### src/rtl/imem_loader.sv
// Boot loader: framed byte stream -> big-endian 32-bit words into core MEM.
// Optional `IMEM_LOADER_CLEAR_EN zero-fills all of MEM before each load.
module imem_loader #(
    parameter int ADDR_W     = 10,
    parameter int MEM_DEPTH  = 1024,
    parameter int START_ADDR = 0
) (
    input  logic              CLK,
    input  logic              RST_N,
    input  logic              start,
    input  logic [7:0]        in_data,
    input  logic              in_valid,
    output logic              in_ready,
    output logic              mem_we,
    output logic [ADDR_W-1:0] mem_addr,
    output logic [31:0]       mem_wdata,
    output logic              cpu_hold,
    output logic              load_done,
    output logic              load_err,
    output logic [ADDR_W:0]   words_loaded
);

    typedef enum logic [2:0] {
        ST_IDLE,
        ST_LEN_HI,
        ST_LEN_LO,
        ST_DATA,
        ST_CSUM,
        ST_DONE,
        ST_ERR,
        ST_CLEAR
    } state_e;

    localparam logic [31:0]       MAX_WORDS = 32'(MEM_DEPTH - START_ADDR);
    localparam logic [ADDR_W-1:0] FIRST     = ADDR_W'(START_ADDR);
    localparam logic [ADDR_W-1:0] ADDR_ONE  = ADDR_W'(1);
    localparam logic [ADDR_W:0]   WORD_ONE  = (ADDR_W+1)'(1);

    state_e              state_q, state_d;
    logic                in_ready_q, in_ready_d;
    logic                mem_we_q, mem_we_d;
    logic [ADDR_W-1:0]   mem_addr_q, mem_addr_d;
    logic [31:0]         mem_wdata_q, mem_wdata_d;
    logic                cpu_hold_q, cpu_hold_d;
    logic                load_done_q, load_done_d;
    logic                load_err_q, load_err_d;
    logic [ADDR_W:0]     words_q, words_d;
    logic [7:0]          sum_q, sum_d;
    logic [7:0]          len_hi_q, len_hi_d;
    logic [15:0]         rem_q, rem_d;
    logic [1:0]          bcnt_q, bcnt_d;
    logic [23:0]         asm_q, asm_d;

    logic                xfer;
    logic [15:0]         len_w;

    assign xfer  = in_valid && in_ready_q;
    assign len_w = {len_hi_q, in_data};

    always_comb begin
        state_d     = state_q;
        mem_we_d    = 1'b0;
        mem_addr_d  = mem_addr_q;
        mem_wdata_d = mem_wdata_q;
        cpu_hold_d  = cpu_hold_q;
        load_done_d = load_done_q;
        load_err_d  = load_err_q;
        words_d     = words_q;
        sum_d       = sum_q;
        len_hi_d    = len_hi_q;
        rem_d       = rem_q;
        bcnt_d      = bcnt_q;
        asm_d       = asm_q;

        unique case (state_q)
            ST_IDLE, ST_DONE, ST_ERR: begin
                if (start) begin
                    cpu_hold_d  = 1'b1;
                    load_done_d = 1'b0;
                    load_err_d  = 1'b0;
                    words_d     = '0;
                    sum_d       = '0;
                    bcnt_d      = '0;
                    rem_d       = '0;
`ifdef IMEM_LOADER_CLEAR_EN
                    state_d     = ST_CLEAR;
                    mem_addr_d  = '0;
                    mem_wdata_d = '0;
                    mem_we_d    = 1'b1;
`else
                    state_d     = ST_LEN_HI;
                    mem_addr_d  = FIRST;
`endif
                end
            end
            ST_CLEAR: begin
`ifdef IMEM_LOADER_CLEAR_EN
                // Each cycle here is a write of the current address.
                if (mem_addr_q == ADDR_W'(MEM_DEPTH - 1)) begin
                    state_d    = ST_LEN_HI;
                    mem_addr_d = FIRST;
                end else begin
                    mem_we_d   = 1'b1;
                    mem_addr_d = mem_addr_q + ADDR_ONE;
                end
`else
                state_d = ST_IDLE;
`endif
            end
            ST_LEN_HI: begin
                if (xfer) begin
                    len_hi_d = in_data;
                    sum_d    = sum_q + in_data;
                    state_d  = ST_LEN_LO;
                end
            end
            ST_LEN_LO: begin
                if (xfer) begin
                    sum_d = sum_q + in_data;
                    rem_d = len_w;
                    if ({16'd0, len_w} > MAX_WORDS) begin
                        state_d    = ST_ERR;
                        load_err_d = 1'b1;
                    end else if (len_w == 16'd0) begin
                        state_d = ST_CSUM;
                    end else begin
                        state_d = ST_DATA;
                    end
                end
            end
            ST_DATA: begin
                if (xfer) begin
                    sum_d  = sum_q + in_data;
                    bcnt_d = bcnt_q + 2'd1;
                    asm_d  = {asm_q[15:0], in_data};
                    if (bcnt_q == 2'd3) begin
                        mem_wdata_d = {asm_q, in_data};
                        mem_we_d    = 1'b1;
                        words_d     = words_q + WORD_ONE;
                        rem_d       = rem_q - 16'd1;
                        if (rem_q == 16'd1) begin
                            state_d = ST_CSUM;
                        end
                    end
                end
            end
            ST_CSUM: begin
                if (xfer) begin
                    if (in_data == sum_q) begin
                        state_d     = ST_DONE;
                        load_done_d = 1'b1;
                        cpu_hold_d  = 1'b0;
                    end else begin
                        state_d    = ST_ERR;
                        load_err_d = 1'b1;
                    end
                end
            end
            default: state_d = ST_IDLE;
        endcase

        // Advance only while words remain so the address never wraps.
        if (mem_we_q && state_q != ST_CLEAR && rem_q != 16'd0) begin
            mem_addr_d = mem_addr_q + ADDR_ONE;
        end
    end

    always_comb begin
        in_ready_d = 1'b0;
        unique case (state_d)
            ST_LEN_HI, ST_LEN_LO, ST_DATA, ST_CSUM: in_ready_d = !mem_we_d;
            default:                               in_ready_d = 1'b0;
        endcase
    end

    always_ff @(posedge CLK) begin
        if (!RST_N) begin
            state_q     <= ST_IDLE;
            in_ready_q  <= 1'b0;
            mem_we_q    <= 1'b0;
            mem_addr_q  <= '0;
            mem_wdata_q <= '0;
            cpu_hold_q  <= 1'b1;
            load_done_q <= 1'b0;
            load_err_q  <= 1'b0;
            words_q     <= '0;
            sum_q       <= '0;
            len_hi_q    <= '0;
            rem_q       <= '0;
            bcnt_q      <= '0;
            asm_q       <= '0;
        end else begin
            state_q     <= state_d;
            in_ready_q  <= in_ready_d;
            mem_we_q    <= mem_we_d;
            mem_addr_q  <= mem_addr_d;
            mem_wdata_q <= mem_wdata_d;
            cpu_hold_q  <= cpu_hold_d;
            load_done_q <= load_done_d;
            load_err_q  <= load_err_d;
            words_q     <= words_d;
            sum_q       <= sum_d;
            len_hi_q    <= len_hi_d;
            rem_q       <= rem_d;
            bcnt_q      <= bcnt_d;
            asm_q       <= asm_d;
        end
    end

    assign in_ready     = in_ready_q;
    assign mem_we       = mem_we_q;
    assign mem_addr     = mem_addr_q;
    assign mem_wdata    = mem_wdata_q;
    assign cpu_hold     = cpu_hold_q;
    assign load_done    = load_done_q;
    assign load_err     = load_err_q;
    assign words_loaded = words_q;

endmodule

### config.mk
export PLATFORM = sky130hd
export DESIGN_NAME = imem_loader
export DESIGN_NICKNAME = d
export VERILOG_FILES = /design/src/rtl/imem_loader.sv
export SDC_FILE = /design/constraint.sdc
export NUM_CORES = 1
export LEC_CHECK = 0
export CORE_MARGIN = 1.5
export CORE_UTILIZATION = 50
export DETAILED_ROUTE_END_ITERATION = 10
export PLACE_DENSITY = 0.83
export SLEW_MARGIN = 25
export SYNTH_ARGS = -nofsm -noshare
export SYNTH_HDL_FRONTEND = slang
export SYNTH_SLANG_ARGS = --single-unit
### constraint.sdc
create_clock -name CLK -period 2.3 [get_ports CLK]
set_clock_uncertainty 0.15 [all_clocks]
set_input_delay 0.345 -clock CLK [delete_from_list [all_inputs] [get_ports CLK]]
set_output_delay 0.345 -clock CLK [all_outputs]
set_load 0.1 [all_outputs]
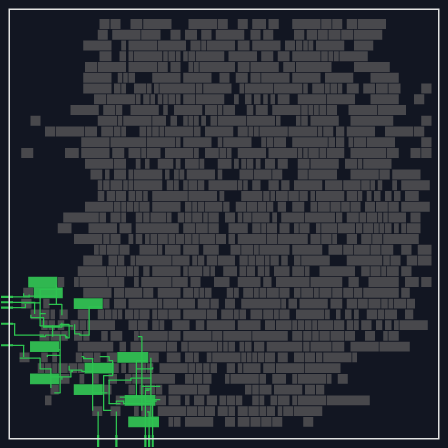
Figure 1: run 1, port wiring.
legend:
  green:
    port: mem_addr
    direction: output
    edge: 5 south, 5 west
    end_cells: 10
    buffers: 10
    wire: 363 um
count of pins on the block boundary: 70
number of buffers added on ports: 69

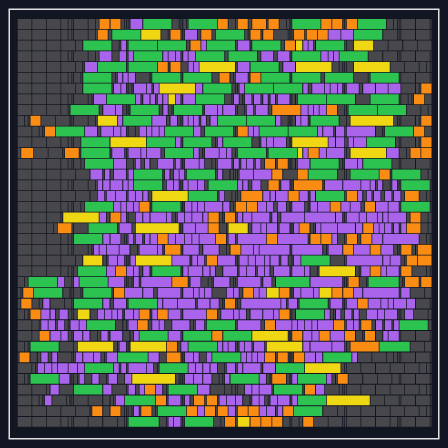
Figure 2: run 1, cell classes on the final placement.
Fill, decap, tap and diode cells in gray.
legend:
  yellow:
    class: clock drivers and dummy loads
    cells: 32
  purple:
    class: remaining logic cells
    cells: 503
  green:
    class: registers
    cells: 119
  orange:
    class: remaining buffers and delay cells
    cells: 138
number of placement rows: 38
Core Util, Final: 69.59%
Final Cell Area: 0.007543 mm2
flip-flop and latch share of the layout cell area: 31.71%

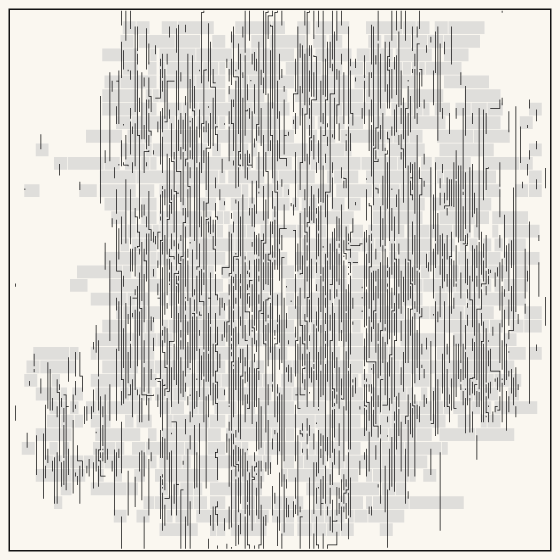
Figure 3: run 1, metal 2.
Cells faint in the background.
share of all routed wire: 48%
longest straight run: 41.1 um
met2 demand-to-capacity share in global routing: 45.48%
WL final: 16.73 mm
via count: 5580

==> impl_metrics.csv, run 1 <==
group,metric,value,unit
run_status,run_status,"completed",
floorplanning,die_x,108.3,um
synth,ys_top_cells_by_area,"sky130_fd_sc_hd__dfxtp_1, sky130_fd_sc_hd__a21oi_1, sky130_fd_sc_hd__nand2_1",
cts,tritoncts,"yes",
floorplanning,fp_util,51.12,%
synth,fp_nets,687,
synth,logic_family,"simple AND/OR/NAND/NOR gates",
global_route,globalRouteMet1Util,36.88,%
final_timing,number_of_pins_exceeding_their_max_slew_limit_in_the_final_report,0,
drt,route.detailed.wl_per_inst,17.95,um
placement,detailed_place_hpwl,10.99,mm
final_timing,tightestPinTransition,483.1,ps
critical_path,cp-start-kind,"flip-flop",
placement,post_dp_cell_area,0.006663,mm2
power_and_ir_drop,powerDensity,756.1,mW/mm2
cts,cts_made_buffers,17,
synth,yosys-top-cells-count,"sky130_fd_sc_hd__dfxtp_1, sky130_fd_sc_hd__nand2_1, sky130_fd_sc_hd__a21oi_1",
final_timing,max_slew_margin,67.69,%
placement,dp_slack,-705.0,ps
synth,aoi_share,22.31,%
final_layout,final-instance-count-excl-fill,932,
final_layout,design.final.nets,806,
global_route,groute.layer.met3.usage,7.113,%
global_route,most_used_layer_global_route,"met2",
cts,worst_setup_hold_path_clk_slew,60,ps
critical_path,timing.critical_path.depth,6,
synth,synth.yosys.warnings,0,
synth,muxShareOfSynthArea,2.077,%
final_layout,drive_above_1_share,26.64,%
drt,antenna_viol_nets_final,0,
placement,gp_routability_congestion,0.9046,
synth,synth.largest_area_cell,"sky130_fd_sc_hd__dfxtp_1",
synth,yosysChipArea,0.005542,mm2
floorplanning,num_tap_cells,140,
synth,synth_seq_share,42.99,%
global_route,global_route.usage.total,28.57,%
final_timing,clock.fmax,443.1,MHz
cts,insertion_delay,540,ps
final_layout,sh_comb_area,41.98,%
final_timing,final.min_clock_period,2257,ps
final_layout,layout-area-overhead-vs-synth,36.13,%
drt,top_layer_used,"met4",
worst_hold_path,min_from,"asm_q[18]$_SDFFE_PN0P_",
synth,fa_ha_area_share,3.658,%
critical_path,cp_data_arrival_time,2520,ps
final_layout,bufAreaShareNonClock,14.78,%
power_and_ir_drop,switching_power,1.447,mW
power_and_ir_drop,share_clk_of_total_power,50.0,%
power_and_ir_drop,seq_power_share,37.0,%
final_layout,num-nonclk-inverters,15,
power_and_ir_drop,pg_comb,0.738,mW
power_and_ir_drop,leakage,3.023,nW
synth,xor_area_share,2.529,%
floorplanning,core-area,0.01084,mm2
global_route,grt_start_max_net_pins,73,
critical_path,setup.worst_path.end_class,"flip-flop",
critical_path,worst_path_max_stage_delay,550,ps
global_route,grt-ovfl-total,0,
critical_path,setup.worst_path.class,"reg -> reg",
cts,cts_htree_levels,4,
synth,synth-edff-count,0,
run,tool_warnings,29,
cts,clk_root_buffer_cell,"sky130_fd_sc_hd__clkbuf_8",
critical_path,crit_path_start,"rem_q[6]$_SDFFE_PN0P_",
critical_path,worst-r2r-setup-slack,40,ps
final_timing,totalNegativeSetupSlack,0,ps
cts,cts.repair_timing.setup_buffer_count,1,
power_and_ir_drop,power_leader,"clock",
global_route,number_of_antenna_violations_at_the_first_check_in_global_routing,0,
worst_hold_path,min_path_type,"reg -> reg",
synth,yosys.cell_types.count,62,
cts,cts_hold_repair.buffers,0,
critical_path,crit_fanout,3,
worst_hold_path,hold_end,"asm_q[18]$_SDFFE_PN0P_",
final_layout,layout.non_clock_buffers,138,
critical_path,cp_num_buf_inv,0,
drt,route.detailed.drc,0,
final_layout,ff_latch_area,0.002392,mm2
power_and_ir_drop,sequentialPower,2.11,mW
final_layout,mostFrequentLayoutCells,"sky130_fd_sc_hd__buf_4, sky130_fd_sc_hd__dfxtp_1, sky130_fd_sc_hd__nand2_1, sky130_fd_sc_hd__a21oi_1, sky130_fd_sc_hd__nor2_1",
critical_path,crit-reg2reg-launch,"rem_q[6]$_SDFFE_PN0P_",
synth,synth_top_flop_cell,"sky130_fd_sc_hd__dfxtp_1",
final_layout,largest_class,"multi-input combinational cells",
drt,drt_first_pass_iters,6,
floorplanning,die_h,108.3,um
power_and_ir_drop,ir_drop,0.5070,mV
synth,yosysCellCount,660,
cts,clock_tree.buffer_depth,2,
critical_path,crit-reg2reg-capture,"in_ready$_SDFF_PN0_",
drt,dr.first_iter.drc_count,582,
synth,synth-async-reset-ratio,0,%
final_timing,finalHoldViolCount,0,
final_layout,final-comb-area,0.003167,mm2
final_timing,finalCritPeriodShare,98.13,%
critical_path,critPathCapture,"in_ready$_SDFF_PN0_",
synth,ys_ff,119,
critical_path,critical_path.top_delay_family,"simple AND/OR/NAND/NOR gates",
power_and_ir_drop,p_int,4.257,mW
final_layout,number_of_multi_input_combinational_cells_in_the_layout,488,
final_layout,final-clk-cell-share,8.459,%
final_layout,diodes,0,
cts,cts.sinks,119,
global_route,grt_first_pass_wirelength,25.75,mm
global_route,first_global_vias,5262,
synth,yosysTopAreaCellShare,42.99,%
run,max_cap_viol_count,0,
final_timing,worst_hold_slack,305.3,ps
synth,avg_inst_size_synth,8.396,um2
critical_path,cp_data_required_time,2570,ps
drt,met2_wirelength,8.013,mm
critical_path,r2r_cells,6,
final_layout,mostFrequentLayoutCell,"sky130_fd_sc_hd__buf_4",
final_layout,clkbuf_count,22,
synth,synthesis.area,0.005542,mm2
final_layout,fillers,773,
## run 1: flip-flops by register name (all words and copies together), names as in the netlist
| name | cells |
|---|---|
| asm_q | 24 |
| bcnt_q | 2 |
| cpu_hold | 1 |
| in_ready | 1 |
| len_hi_q | 8 |
| load_done | 1 |
| load_err | 1 |
| mem_addr | 10 |
| mem_wdata | 32 |
| mem_we | 1 |
| rem_q | 16 |
| state_q | 3 |
| sum_q | 8 |
| words_loaded | 11 |
## run 1: kinds of logic (layout without fill, tap and decap cells)
| family | after synthesis | count (layout) |
|---|---|---|
| AOI/OAI and AO/OA | 188 | 188 |
| xor gates and xnor gates | 16 | 16 |
| adders and majority gates | 15 | 15 |
| buffers and inverters | 53 | 185 |
| DFF | 119 | 119 |
| muxes | 11 | 11 |
| and+or+nand+nor | 258 | 258 |
==> run 1 -> run 2 <==
--- a/config.mk
+++ b/config.mk
@@ -5,6 +5,7 @@
 export SDC_FILE = /design/constraint.sdc
 export NUM_CORES = 1
 export LEC_CHECK = 0
+export ABC_CLOCK_PERIOD_IN_PS = 2300
 export CORE_MARGIN = 1.5
 export CORE_UTILIZATION = 50
 export DETAILED_ROUTE_END_ITERATION = 10
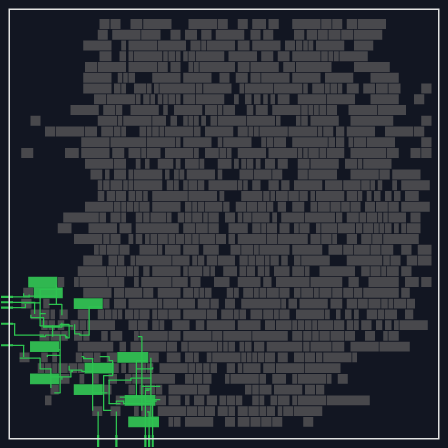
Figure 4: run 2, port wiring.
legend:
  green:
    port: mem_addr
    direction: output
    edge: 5 south, 5 west
    end_cells: 10
    buffers: 10
    wire: 363 um

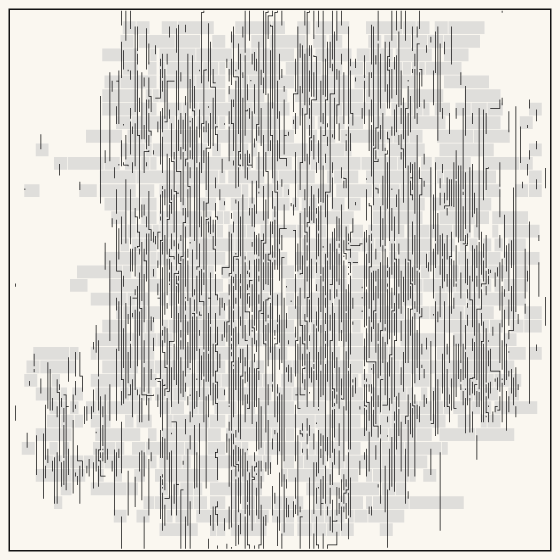
Figure 5: run 2, metal 2.
Cells faint in the background.
longest straight run: 41.1 um
nets with wire on the layer: 719
share of all routed wire: 48%
main direction: vertical
wire length on this layer: 8010 um

==> run 2 against run 1 <==
Against the previous run: via count is the same; non-clock buffer count is the same; utilization is the same; worst setup slack is the same; routed wire length is the same; worst hold slack is the same; combinational power is essentially flat; flip-flop count is the same; global-route usage is the same; critical path depth is the same; highest routed layer unchanged.
==> impl_metrics.csv, run 2 <==
group,metric,value,unit
floorplanning,die_x,108.3,um
drt,met2_wirelength,8.013,mm
global_route,globalRouteMet1Util,36.88,%
drt,route.detailed.drc,0,
critical_path,timing.critical_path.depth,6,
final_layout,drive_above_1_share,26.64,%
critical_path,r2r_cells,6,
drt,drt_first_pass_iters,6,
power_and_ir_drop,pg_comb,0.738,mW
critical_path,worst_path_max_stage_delay,550,ps
drt,totalWireLength,16.73,mm
drt,route.detailed.wl_per_inst,17.95,um
floorplanning,fp_util,51.12,%
drt,detailroute.via_count,5580,
final_timing,totalNegativeSetupSlack,0,ps
final_layout,design.final.nets,806,
synth,synth_seq_share,42.99,%
final_layout,mostFrequentLayoutCells,"sky130_fd_sc_hd__buf_4, sky130_fd_sc_hd__dfxtp_1, sky130_fd_sc_hd__nand2_1, sky130_fd_sc_hd__a21oi_1, sky130_fd_sc_hd__nor2_1",
critical_path,setup.worst_path.class,"reg -> reg",
worst_hold_path,hold_end,"asm_q[18]$_SDFFE_PN0P_",
final_layout,final-instance-count-excl-fill,932,
cts,cts_hold_repair.buffers,0,
power_and_ir_drop,switching_power,1.447,mW
placement,dp_slack,-705.0,ps
global_route,grt_first_pass_wirelength,25.75,mm
cts,cts.sinks,119,
critical_path,cp_num_buf_inv,0,
floorplanning,core-area,0.01084,mm2
cts,tritoncts,"yes",
power_and_ir_drop,p_int,4.257,mW
cts,cts_made_buffers,17,
synth,synth.yosys.warnings,0,
synth,yosys.cell_types.count,62,
final_timing,clock.fmax,443.1,MHz
synth,yosys-top-cells-count,"sky130_fd_sc_hd__dfxtp_1, sky130_fd_sc_hd__nand2_1, sky130_fd_sc_hd__a21oi_1",
global_route,grt-ovfl-total,0,
critical_path,critPathCapture,"in_ready$_SDFF_PN0_",
power_and_ir_drop,seq_power_share,37.0,%
cts,clk_root_buffer_cell,"sky130_fd_sc_hd__clkbuf_8",
cts,cts.repair_timing.setup_buffer_count,1,
cts,insertion_delay,540,ps
power_and_ir_drop,leakage,3.023,nW
final_layout,layout-area-overhead-vs-synth,36.13,%
final_timing,max_slew_margin,67.69,%
synth,avg_inst_size_synth,8.396,um2
critical_path,cp-start-kind,"flip-flop",
synth,yosysTopAreaCellShare,42.99,%
placement,detailed_place_hpwl,10.99,mm
critical_path,crit_fanout,3,
critical_path,crit-reg2reg-capture,"in_ready$_SDFF_PN0_",
critical_path,crit_path_start,"rem_q[6]$_SDFFE_PN0P_",
global_route,first_global_vias,5262,
global_route,groute.layer.met3.usage,7.113,%
final_layout,mostFrequentLayoutCell,"sky130_fd_sc_hd__buf_4",
power_and_ir_drop,powerDensity,756.1,mW/mm2
worst_hold_path,min_path_type,"reg -> reg",
critical_path,worst-r2r-setup-slack,40,ps
synth,synth-async-reset-ratio,0,%
placement,numPortBuffers,69,
power_and_ir_drop,sequentialPower,2.11,mW
critical_path,critical_path.top_delay_family,"simple AND/OR/NAND/NOR gates",
final_layout,final_core_utilization,69.59,%
final_timing,tightestPinTransition,483.1,ps
critical_path,crit-reg2reg-launch,"rem_q[6]$_SDFFE_PN0P_",
synth,fp_nets,687,
run,max_cap_viol_count,0,
power_and_ir_drop,ir_drop,0.5070,mV
critical_path,cp_data_required_time,2570,ps
final_timing,final.min_clock_period,2257,ps
synth,ys_ff,119,
run_status,run_status,"completed",
final_timing,finalCritPeriodShare,98.13,%
final_layout,largest_register_ffs,32,
power_and_ir_drop,share_clk_of_total_power,50.0,%
worst_hold_path,min_from,"asm_q[18]$_SDFFE_PN0P_",
drt,top_layer_used,"met4",
run 2: cell counts after synthesis:
No cell type changed its count.
run 2: kinds of logic (layout without fill, tap and decap cells):
kind of cell / after synthesis / count (layout) / share of synthesized area [%]
AOI/OAI and AO/OA: 188 / 188 / 22.31
xor gates and xnor gates: 16 / 16 / 2.529
adders and majority gates: 15 / 15 / 3.658
buffers and inverters: 53 / 185 / 3.771
DFF: 119 / 119 / 42.99
muxes: 11 / 11 / 2.077
and+or+nand+nor: 258 / 258 / 22.67
run 2: area by class of cell:
type	count	area (um2)
clock buffers	22	473.0
flip-flops and latches	119	2392
fillers	773	3297
multi-input cells	488	3167
inverters	15	56.30
repair buffers	138	1115
well taps	140	175.2
clock inverters	10	165.2
Figure 6. Cell classes on the final placement (run 2).
Fill, decap, tap and diode cells in gray.
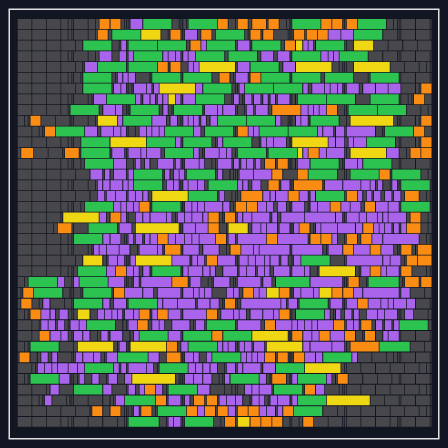

==> run 2 -> run 3 <==
--- a/config.mk
+++ b/config.mk
@@ -7,9 +7,9 @@
 export LEC_CHECK = 0
 export ABC_CLOCK_PERIOD_IN_PS = 2300
 export CORE_MARGIN = 1.5
-export CORE_UTILIZATION = 50
+export CORE_UTILIZATION = 45
 export DETAILED_ROUTE_END_ITERATION = 10
-export PLACE_DENSITY = 0.83
+export PLACE_DENSITY = 0.77
 export SLEW_MARGIN = 25
 export SYNTH_ARGS = -nofsm -noshare
 export SYNTH_HDL_FRONTEND = slang
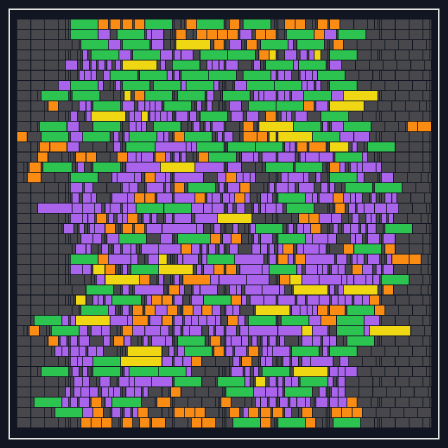
Figure 7: run 3, cell classes on the final placement.
Fill, decap, tap and diode cells in gray.
legend:
  purple:
    class: remaining logic cells
    cells: 503
  green:
    class: registers
    cells: 119
  orange:
    class: remaining buffers and delay cells
    cells: 137
  yellow:
    class: clock drivers and dummy loads
    cells: 31
flip-flop and latch share of the layout cell area: 32.13%
number of placement rows: 40
Final Cell Area: 0.007446 mm2

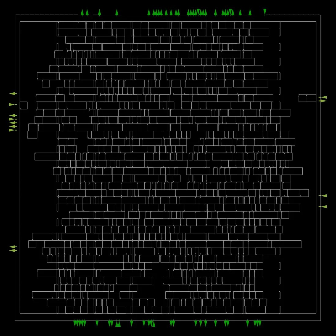
Figure 8: run 3, placement view.
Final Instance Count excl. Fillers: 937
Filler Cells Inserted: 966
Core Util, Final: 61.99%
n_taps: 147

==> run 3 against run 2 <==
Against the previous run: the flow now finishes with violations (negative setup slack); sequential power hardly changed; register-to-register slack worse by 50 ps; flip-flop count stayed put; sequential share of layout area is 0.42 points higher; routed wire length is 4.1% lower; worst setup slack worse by 53 ps; cell area is 1.3% lower; non-clock buffer count is 1 lower; utilization is 7.6 points lower; first-iteration DRC count is 20% lower; largest power group unchanged.
==> impl_metrics.csv, run 3 <==
group,metric,value,unit
power_and_ir_drop,p_int,3.967,mW
cts,clk_root_buffer_cell,"sky130_fd_sc_hd__clkbuf_16",
floorplanning,die_x,114.0,um
global_route,first_global_vias,5145,
placement,numPortBuffers,69,
placement,placed_cells_incl_taps,903,
cts,cts.sinks,119,
synth,synth.largest_area_cell,"sky130_fd_sc_hd__dfxtp_1",
run_status,failed_checks,"negative setup slack",
power_and_ir_drop,combPwrFrac,13.0,%
synth,synth-edff-count,0,
power_and_ir_drop,power_clock,2.57,mW
final_layout,number_of_multi_input_combinational_cells_in_the_layout,488,
cts,insertion_delay,420,ps
worst_hold_path,min_path_type,"in -> reg",
final_layout,largest_class,"multi-input combinational cells",
final_layout,layout-area-overhead-vs-synth,34.36,%
global_route,grt-ovfl-total,0,
synth,synth.cellmix.simpleShare,22.67,%
final_layout,largest_register_ffs,32,
floorplanning,io_pins,70,
final_timing,totalNegativeSetupSlack,-10.11,ps
cts,cts_made_buffers,17,
synth,syn-instance-count,660,
drt,route.detailed.drc,0,
placement,post_dp_cell_area,0.006631,mm2
critical_path,worst_path_max_stage_delay,560,ps
drt,detailroute.via_count,5439,
floorplanning,fp_util,46.14,%
synth,fp_nets,687,
power_and_ir_drop,power_leader,"clock",
cts,cts_htree_levels,4,
synth,ys_ff,119,
placement,dp_slack,-602.9,ps
critical_path,crit_fanout,3,
power_and_ir_drop,powerDensity,722.7,mW/mm2
final_timing,max_slew_margin,63.25,%
power_and_ir_drop,switching_power,1.414,mW
synth,synth.yosys.warnings,0,
cts,clock_tree.buffer_depth,2,
synth,synth-async-reset-ratio,0,%
final_layout,seq_cell_count,119,
power_and_ir_drop,ir_drop,0.4194,mV
floorplanning,die_h,114.0,um
global_route,grt_first_pass_wirelength,25.03,mm
cts,cts.repair_timing.setup_buffer_count,2,
final_timing,final.min_clock_period,2310,ps
critical_path,setup.worst_path.end_class,"flip-flop",
cts,cts_hold_repair.buffers,0,
final_layout,ff_latch_area,0.002392,mm2
final_timing,worst_hold_slack,268.6,ps
synth,yosys-top-cells-count,"sky130_fd_sc_hd__dfxtp_1, sky130_fd_sc_hd__nand2_1, sky130_fd_sc_hd__a21oi_1",
critical_path,cp_data_required_time,2450,ps
cts,worst_setup_hold_path_clk_slew,60,ps
global_route,grt_start_max_net_pins,49,
power_and_ir_drop,sequentialPower,2.11,mW
global_route,global_route.usage.total,24.26,%
final_layout,clkbuf_count,18,
final_layout,diodes,0,
synth,ys_top_cells_by_area,"sky130_fd_sc_hd__dfxtp_1, sky130_fd_sc_hd__a21oi_1, sky130_fd_sc_hd__nand2_1",
final_timing,rsz_0062_raised_after_global_routing,"true",
final_timing,tightestPinTransition,551.2,ps
final_layout,num-nonclk-inverters,15,
synth,synthesis.area,0.005542,mm2
drt,drt_first_pass_iters,5,
synth,avg_inst_size_synth,8.396,um2
final_timing,layout_setup_ws,-10.11,ps
synth,yosys.cell_count.top_type,"sky130_fd_sc_hd__dfxtp_1",
synth,xor_area_share,2.529,%
power_and_ir_drop,switching_share,26.28,%
drt,route.detailed.wl_per_inst,17.12,um
placement,detailed_place_hpwl,10.88,mm
synth,muxShareOfSynthArea,2.077,%
power_and_ir_drop,leakage,3.010,nW
synth,aoi_share,22.31,%
critical_path,cell_breakdown_of_the_critical_path,"ha_4, or4_4, nor4_4, or4_4, o211ai_4, o31ai_2, o41ai_2",
synth,synth_seq_share,42.99,%
power_and_ir_drop,seq_power_share,39.3,%
final_layout,mostFrequentLayoutCell,"sky130_fd_sc_hd__buf_4",
final_timing,setup-violations-final,1,
floorplanning,core-area,0.01201,mm2
final_layout,design.final.nets,805,
synth,logic_family,"simple AND/OR/NAND/NOR gates",
placement,gp_routability_congestion,0.9546,
final_layout,bufAreaShareNonClock,14.57,%
final_layout,final-clk-cell-share,7.663,%
critical_path,critical_path.most_common_cell,"sky130_fd_sc_hd__or4_4",
power_and_ir_drop,share_clk_of_total_power,47.7,%
final_timing,clock.fmax,432.9,MHz
synth,fa_ha_area_share,3.658,%
critical_path,cp_num_buf_inv,0,
drt,totalWireLength,16.04,mm
critical_path,critical_path.top_delay_family,"simple AND/OR/NAND/NOR gates",
synth,synth_top_flop_cell,"sky130_fd_sc_hd__dfxtp_1",
final_timing,finalCritPeriodShare,100.4,%
run,max_cap_viol_count,0,
final_layout,final-comb-area,0.003158,mm2
drt,mean_number_of_vias_per_cell,5.805,
synth,yosysChipArea,0.005542,mm2
global_route,number_of_antenna_violations_at_the_first_check_in_global_routing,0,
cts,post_cts.resized_instances,12,
synth,yosys.cell_types.count,62,
power_and_ir_drop,pg_comb,0.700,mW
final_timing,number_of_pins_exceeding_their_max_slew_limit_in_the_final_report,0,
critical_path,setup.worst_path.class,"reg -> reg",
final_layout,layout.non_clock_buffers,137,
cts,tritoncts,"yes",
critical_path,cp-start-kind,"flip-flop",
final_layout,mostFrequentLayoutCells,"sky130_fd_sc_hd__buf_4, sky130_fd_sc_hd__dfxtp_1, sky130_fd_sc_hd__nand2_1, sky130_fd_sc_hd__a21oi_1, sky130_fd_sc_hd__nor2_1",
synth,yosysTopAreaCellShare,42.99,%
power_and_ir_drop,power,5.381,mW
run,tool_warnings,30,
drt,dr.first_iter.drc_count,467,
final_layout,sh_comb_area,42.41,%
final_layout,drive_above_1_share,26.58,%
final_timing,finalHoldViolCount,0,
run_status,run_status,"finished, violations left",
drt,antenna_viol_nets_final,0,
==> run 3: worst paths after layout <==
kind,to,slack (ps),startpoint,cells after the start
setup reg to reg,in_ready$_SDFF_PN0_,-10,sum_q[5]$_SDFFE_PN0P_,7
hold reg to reg,asm_q[23]$_SDFFE_PN0P_,310,asm_q[23]$_SDFFE_PN0P_,2
hold / removal,mem_wdata[6]$_SDFFE_PN0P_,270,in_data[6],3
setup / recovery,in_ready$_SDFF_PN0_,-10,sum_q[5]$_SDFFE_PN0P_,7
==> run 3: layer usage <==
layer | global-route usage [%] | up-vias | share of wire [%]
li1 | - | 2598 | -
met2 | 40.00 | 179 | 49
met3 | 5.101 | 38 | 5.7
met1 | 30.61 | 2624 | 43
met4 | 10.92 | 0 | 2.4
met5 | 0 | - | 0
Power is estimated from default activity; no workload was simulated.
